### Floorplan with the power grid, run 1

(12 px per µm) Pins as bars on the die edge. Tap cells in grey.
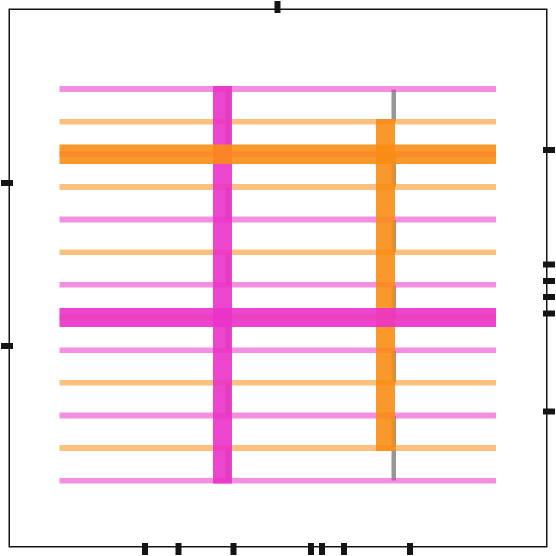
### Metal layers overlaid, run 1

(8 px per µm) Two of the layers only.
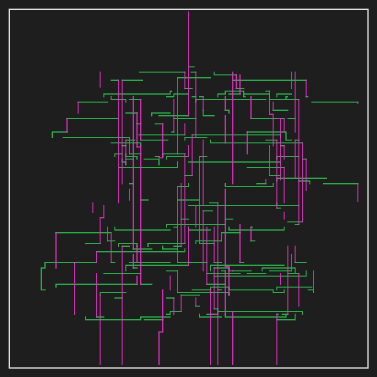
### Cell placement, run 1

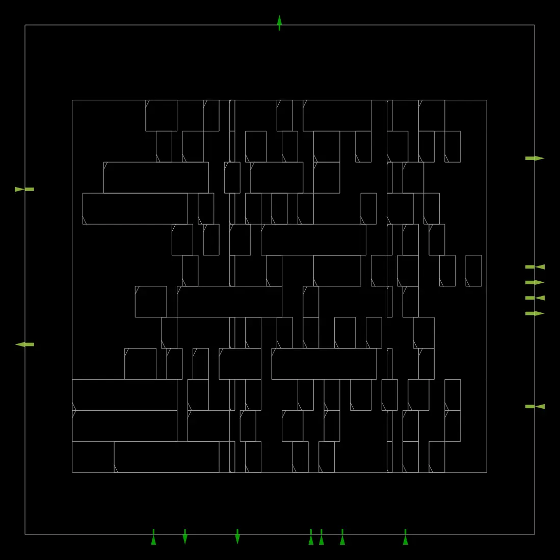
### The metal 2 layer, run 1

(8 px per µm)
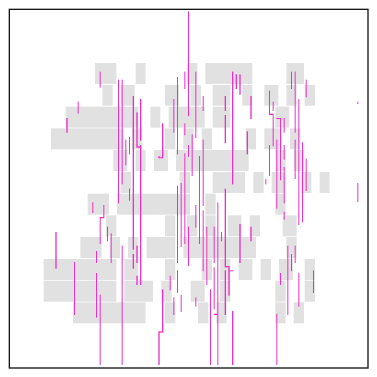
## src/rtl/alu_ctrl_seq.sv

```systemverilog
// rtl/alu_ctrl_seq.sv - ALU control decoder with valid/ready handshake and multi-cycle MUL sequencing
module alu_ctrl_seq #(
    parameter int CTRL_W    = 3,
    parameter int OP_W      = 2,
    parameter int FUNCT_W   = 3,
    parameter int MC_CYCLES = 4
) (
    input  logic               clk,
    input  logic               rst_n,
    input  logic               in_valid,
    output logic               in_ready,
    input  logic [OP_W-1:0]    alu_op,
    input  logic [FUNCT_W-1:0] funct,
    output logic               out_valid,
    input  logic               out_ready,
    output logic [CTRL_W-1:0]  ctrl_out,
    output logic               illegal,
    output logic               busy
);

    localparam int CNT_W = ($clog2(MC_CYCLES) < 1) ? 1 : $clog2(MC_CYCLES);
    localparam logic [CNT_W-1:0] CNT_LOAD = CNT_W'(MC_CYCLES - 2);

    localparam logic [CTRL_W-1:0] C_NOP = CTRL_W'(0);
    localparam logic [CTRL_W-1:0] C_ADD = CTRL_W'(1);
    localparam logic [CTRL_W-1:0] C_SUB = CTRL_W'(2);
    localparam logic [CTRL_W-1:0] C_AND = CTRL_W'(3);
    localparam logic [CTRL_W-1:0] C_MUL = CTRL_W'(5);

    typedef enum logic [1:0] {
        IDLE    = 2'd0,
        MC_WAIT = 2'd1,
        HOLD    = 2'd2
    } state_t;

    state_t            state, state_d;
    logic [CNT_W-1:0]  cnt, cnt_d;
    logic [CTRL_W-1:0] ctrl_q;
    logic              illegal_q;

    logic [CTRL_W-1:0] dec_code;
    logic              dec_illegal;
    logic              dec_mul;
    logic              in_xfer;

    // Decode the incoming request; compares are done at 32 bits so odd field widths stay correct
    always_comb begin
        dec_code    = C_NOP;
        dec_illegal = 1'b0;
        if (32'(alu_op) == 32'd0) begin
            if (32'(funct) == 32'd0 || 32'(funct) > 32'd5) begin
                dec_code    = C_NOP;
                dec_illegal = 1'b1;
            end else begin
                dec_code    = CTRL_W'(funct);
            end
        end else if (32'(alu_op) == 32'd1) begin
            dec_code = C_ADD;
        end else if (32'(alu_op) == 32'd2) begin
            dec_code = C_SUB;
        end else if (32'(alu_op) == 32'd3) begin
            dec_code = C_AND;
        end else begin
            dec_code    = C_NOP;
            dec_illegal = 1'b1;
        end
        dec_mul = !dec_illegal && (dec_code == C_MUL);
    end

    // Next-state, counter and handshake outputs
    always_comb begin
        state_d   = state;
        cnt_d     = cnt;
        in_ready  = 1'b0;
        out_valid = 1'b0;
        busy      = 1'b0;
        in_xfer   = 1'b0;
        unique case (state)
            IDLE: begin
                in_ready = 1'b1;
                in_xfer  = in_valid;
                if (in_xfer) begin
                    if (dec_mul) begin
                        state_d = MC_WAIT;
                        cnt_d   = CNT_LOAD;
                    end else begin
                        state_d = HOLD;
                    end
                end
            end
            MC_WAIT: begin
                busy = 1'b1;
                if (cnt == '0) begin
                    state_d = HOLD;
                end else begin
                    cnt_d = cnt - 1'b1;
                end
            end
            HOLD: begin
                out_valid = 1'b1;
                in_ready  = out_ready;
                in_xfer   = in_valid && out_ready;
                if (out_ready) begin
                    if (in_xfer) begin
                        if (dec_mul) begin
                            state_d = MC_WAIT;
                            cnt_d   = CNT_LOAD;
                        end else begin
                            state_d = HOLD;
                        end
                    end else begin
                        state_d = IDLE;
                    end
                end
            end
            default: begin
                state_d = IDLE;
            end
        endcase
    end

    // State, counter and captured result registers; result is loaded only on an input transfer
    always_ff @(posedge clk or negedge rst_n) begin
        if (!rst_n) begin
            state     <= IDLE;
            cnt       <= '0;
            ctrl_q    <= '0;
            illegal_q <= 1'b0;
        end else begin
            state <= state_d;
            cnt   <= cnt_d;
            if (in_xfer) begin
                ctrl_q    <= dec_code;
                illegal_q <= dec_illegal;
            end
        end
    end

    assign ctrl_out = ctrl_q;
    assign illegal  = illegal_q && (state == HOLD);

endmodule
```

## config.mk

```make
export PLATFORM = sky130hd
export DESIGN_NAME = alu_ctrl_seq
export DESIGN_NICKNAME = d
export VERILOG_FILES = /design/src/rtl/alu_ctrl_seq.sv
export SDC_FILE = /design/constraint.sdc
export NUM_CORES = 1
export LEC_CHECK = 0
export ABC_AREA = 1
export CELL_PAD_IN_SITES_DETAIL_PLACEMENT = 1
export CELL_PAD_IN_SITES_GLOBAL_PLACEMENT = 1
export CORE_MARGIN = 4
export CORE_UTILIZATION = 39
export DETAILED_ROUTE_END_ITERATION = 16
export DONT_BUFFER_PORTS = 1
export PLACE_DENSITY = 0.8
export SLEW_MARGIN = 20
export SYNTH_ARGS = -nofsm -noshare
export SYNTH_HDL_FRONTEND = slang
export SYNTH_SLANG_ARGS = --single-unit
```

## constraint.sdc

```tcl
create_clock -name clk -period 1.6 [get_ports clk]
set_input_delay 0.24 -clock clk [delete_from_list [all_inputs] [get_ports clk]]
set_output_delay 0.24 -clock clk [all_outputs]
set_load 0.01 [all_outputs]
```

==> results_dict.tcl, run 1 <==
# flow metrics
set metrics [dict create \
    criticalPathCategory "reg -> out" \
    p_sw_mw 0.272 \
    seqPwrFrac_pct 43.5 \
    drtPass1Iterations 2 \
    layout_top_cell "nand2_1" \
    netlist_area_um2 524 \
    finalClockPeriodUsage_pct 83.9 \
    diodes 0 \
    grt_pass1_vias 489 \
    finalClockSkew_ns 0.00259 \
    worst_pin_slew_ns 0.365 \
    dr_wl_met3_um 59 \
    ys_types 17 \
    cts_tree "yes" \
    finalPower_mw 0.700 \
    outcome "finished, final reports clean" \
    nNetsFinal 91 \
    drc 0 \
    pwr-share-comb_pct 35.0 \
    nClkBuffers 3 \
    dpl_cell_area_um2 531 \
    hpwl_um 923 \
    hold_buffers 1 \
    tap_cells 14 \
]
## Picture notes: 'Floorplan with the power grid'
Key: VDD = orange; VSS = magenta
2 straps on met5. 13 met1 rails follow the rows. 14 tap cells. The core has 12 rows.
Die W: 44.7 µm
Core ar.: 1190 µm²
die height: 44.7 µm
IR drop worst, VDD: 0.571 mV

## Picture notes: 'Metal layers overlaid'
Key: metal 1 = green [wire length 507 µm]; metal 2 = magenta [wire length 498 µm]
vias after detailed routing: 465
DRT Wirelength: 1090 µm
wire length per cell: 11.7 µm
gr usage total: 14.0%

## Picture notes: 'Cell placement'
fin cells: 93
Flops: 8
Layout fillers: 156
Rows: 12

## Picture notes: 'The metal 2 layer'
The layer holds 46% of the routed length. The layer carries 498 µm of wire. 74 nets have wire on it.
met2 usage: 21.8%

run 1: cells by family after synthesis:
family	after synthesis
DFF	8
adders and majority gates	1
buffers and inverters	15
and+or+nand+nor	45
AOI/OAI and AO/OA	7
run 1: final timing paths:
kind | from | endpoint | cells past startpoint
worst max-delay path | state[0]$_DFFE_PN0P_ | illegal | 1
worst min-delay path | alu_op[1] | ctrl_out[1]$_DFFE_PN0P_ | 2
worst min register to register | cnt[0]$_DFFE_PN0P_ | cnt[0]$_DFFE_PN0P_ | 2
worst max register to register | cnt[0]$_DFFE_PN0P_ | cnt[1]$_DFFE_PN0P_ | 8
min in group asynchronous | rst_n | state[0]$_DFFE_PN0P_ | 1
max in group asynchronous | rst_n | illegal_q$_DFFE_PN0P_ | 1
==> run 2: changes to the inputs <==
--- a/config.mk
+++ b/config.mk
@@ -9,10 +9,10 @@
 export CELL_PAD_IN_SITES_DETAIL_PLACEMENT = 1
 export CELL_PAD_IN_SITES_GLOBAL_PLACEMENT = 1
 export CORE_MARGIN = 4
-export CORE_UTILIZATION = 39
+export CORE_UTILIZATION = 35
 export DETAILED_ROUTE_END_ITERATION = 16
 export DONT_BUFFER_PORTS = 1
-export PLACE_DENSITY = 0.8
+export PLACE_DENSITY = 0.76
 export SLEW_MARGIN = 20
 export SYNTH_ARGS = -nofsm -noshare
 export SYNTH_HDL_FRONTEND = slang
==> constraint.sdc (replaced) <==
create_clock -name clk -period 1.2 [get_ports clk]
set_input_delay 0.18 -clock clk [delete_from_list [all_inputs] [get_ports clk]]
set_output_delay 0.18 -clock clk [all_outputs]
set_load 0.01 [all_outputs]
### Metal layers overlaid, run 2

(8 px per µm) Two of the layers only.
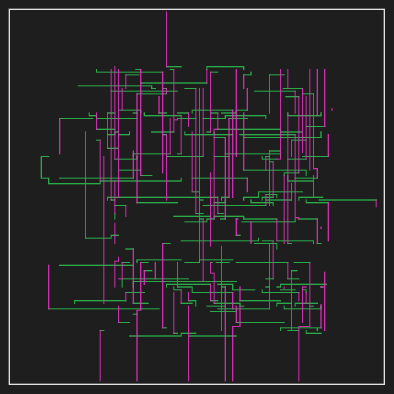
Key: metal 1 = green [wire length 571 µm]; metal 2 = magenta [wire length 674 µm]
DRT Wirelength: 1330 µm
wire length per cell: 12.7 µm
vias after detailed routing: 516
gr usage total: 14.0%

### The metal 2 layer, run 2

(8 px per µm)
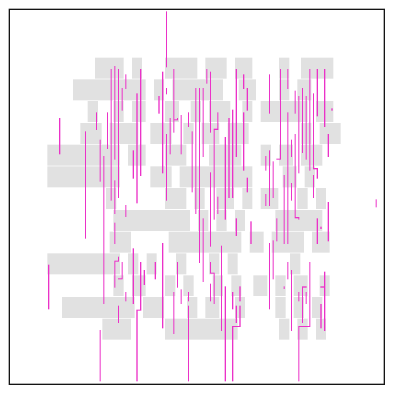
87 nets have wire on it. The layer carries 674 µm of wire.
met2 usage: 22.8%

==> run 2 against run 1 <==
Effect of this change: the run now ends with negative setup slack left; final area up 27%; worst hold slack got worse by 0.062 ns; register-to-register slack lost 0.37 ns; via count up 11%; core utilization is 5.5 points higher; clock power up 32%; flip-flop count did not move; clock skew is 0.00093 ns higher; combinational power went up to 2.6 times the previous value; non-clock buffer count rose by 11.
==> results_dict.tcl, run 2 <==
# flow metrics
set metrics [dict create \
    outcome "complete, but fails checks" \
    violations "negative setup slack" \
    worstReg2RegEnd "cnt[1]$_DFFE_PN0P_" \
    fp.dieW_um 46.7 \
    ir_worst_vdd_mv 0.766 \
    setup_violations 5 \
    finalClockPeriodUsage_pct 104 \
    netlist_area_um2 524 \
    finalClockSkew_ns 0.00352 \
    drtPass1Iterations 4 \
    criticalPathCategory "reg -> reg" \
    finalPower_mw 1.24 \
    layout_top_cell "nand2_1" \
    seqPwrFrac_pct 33.4 \
    hpwl_um 945 \
    drc 0 \
    worst_pin_slew_ns 0.362 \
    r2r_start "state[1]$_DFFE_PN0P_" \
    cts_tree "yes" \
    worst_slack_ns -0.0525 \
    dpl_cell_area_um2 539 \
    seq_cells 8 \
    holdPathStages 2 \
    nNetsFinal 102 \
    core_um2 1350 \
    tap_cells 15 \
    ys_types 17 \
    final_cells 105 \
    grt_pass1_vias 543 \
    fillers 181 \
    pwr-share-comb_pct 50.6 \
    crit_end "cnt[1]$_DFFE_PN0P_" \
]
[run 2: cells by family after synthesis]
kind of cell / share of synthesized area, %
adders and majority gates: 2.39
DFF: 38.2
AOI/OAI and AO/OA: 8.83
buffers and inverters: 12.2
and+or+nand+nor: 38.4
[run 2: routing by layer]
| layer | up-vias | global-route usage, % | share of wire, % |
|---|---|---|---|
| met5 | - | 0 | 0 |
| met3 | 2 | 2.73 | 5.9 |
| met2 | 11 | 22.8 | 51 |
| met1 | 238 | 17.1 | 43 |
| met4 | 0 | 8.29 | 0.60 |
| li1 | 265 | - | - |
[run 2: critical path, cell delays in order, from the launching register on]
cell,delay (ns)
dfrtp_1,0.41
inv_2,0.08
buf_6,0.11
nand2_2,0.05
nand2_2,0.06
a21oi_4,0.18
buf_4,0.14
nand3_1,0.08
nand2_2,0.07
==> run 3: changes to the inputs <==
--- a/config.mk
+++ b/config.mk
@@ -13,6 +13,7 @@
 export DETAILED_ROUTE_END_ITERATION = 16
 export DONT_BUFFER_PORTS = 1
 export PLACE_DENSITY = 0.76
+export SKIP_LAST_GASP = 1
 export SLEW_MARGIN = 20
 export SYNTH_ARGS = -nofsm -noshare
 export SYNTH_HDL_FRONTEND = slang
### Cell placement, run 3

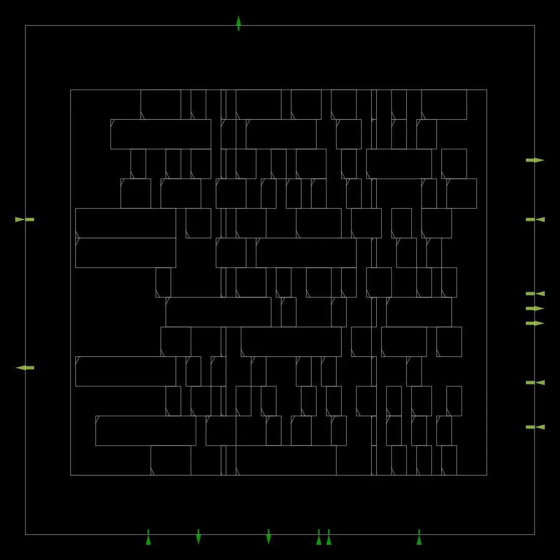
fin cells: 105
Core ar.: 1350 µm²
Layout Utilization: 52.7%
fraction of area in registers: 28.3%
Tap Count: 15

### Pin map, run 3

(10 px per µm) Pins as bars across the die edge, other pins in grey.
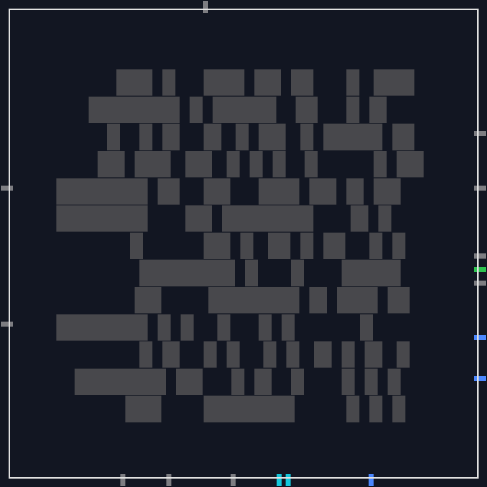
Key: `alu_op` = cyan [pins 2, direction input, edge south]; `funct` = blue [pins 3, direction input, edge 2 east, 1 south]; `out_valid` = green [pins 1, direction output, edge east]
PortBufs: 0
die height: 46.7 µm
Die W: 46.7 µm

==> run 3 against run 2 <==
Effect of this change: the flow still finishes with violations (negative setup slack); sequential power about the same; clock power about the same; via count decreased by 0.97%; power decreased by 0.75%; clock skew increased by 0.00072 ns; worst hold slack about the same; critical path depth did not move; cell count unchanged; die area is the same; worst setup slack gained 0.0017 ns; critical path type unchanged; largest power group unchanged; highest routed layer unchanged.
==> results_dict.tcl, run 3 <==
# flow metrics
set metrics [dict create \
    critPathTopFamily "flip-flops" \
    avgRoutedWirePerCell_um 12.5 \
    hpwl_um 945 \
    setup_violations 5 \
    route.met2.wl_um 661 \
    outcome "complete, but fails checks" \
    holdPathStages 2 \
    ys_types 17 \
    compound_area_share_pct 8.83 \
    nNetsFinal 102 \
    mux_area_share_pct 0 \
    drc 0 \
    layout_top_cell "nand2_1" \
    netlist_area_um2 524 \
    finalPower_mw 1.23 \
    ir_worst_vdd_mv 0.790 \
    vias 511 \
    pwr-share-comb_pct 50.2 \
    drt-met1-wl_um 562 \
    topCombFamilyByArea "simple AND/OR/NAND/NOR gates" \
    path_cells "inv_2 > buf_6 > nand2_2 > nand2_2 > a21oi_4 > buf_4 > nand3_1 > nand2_2" \
    highest_layer "met4" \
    path_common_cell "nand2_2" \
    worst_slack_ns -0.0508 \
    worst_pin_slew_ns 0.360 \
    drtPass1Iterations 4 \
    use_met1_pct 17.1 \
    crit_end "cnt[1]$_DFFE_PN0P_" \
    finalClockPeriodUsage_pct 104 \
    dr_wl_met3_um 77 \
    grtUsageMet3_pct 2.73 \
    violations "negative setup slack" \
    worstReg2RegEnd "cnt[1]$_DFFE_PN0P_" \
]
[run 3: cell counts after synthesis]
Identical to the previous run, type by type.
[run 3: layout make-up]
class | count | area, µm²
fill | 182 | 638
multi-input combinational | 53 | 314
sequential | 8 | 201
timing repair buffer | 12 | 100
inverter | 14 | 55.1
clock buffer | 3 | 22.5
tap | 15 | 18.8
[run 3: power by group through the flow]
stage / logic (mW) / registers [mW] / clock network (mW)
after floorplan: 0.279 / 0.398 / 0
after global placement: 0.323 / 0.410 / 0
after detailed placement: 0.332 / 0.413 / 0
after CTS: 0.424 / 0.405 / 0.212
after global routing: 0.685 / 0.422 / 0.232
final: 0.616 / 0.412 / 0.198
Power figures rest on the tool's default switching activity, not on a simulated workload.
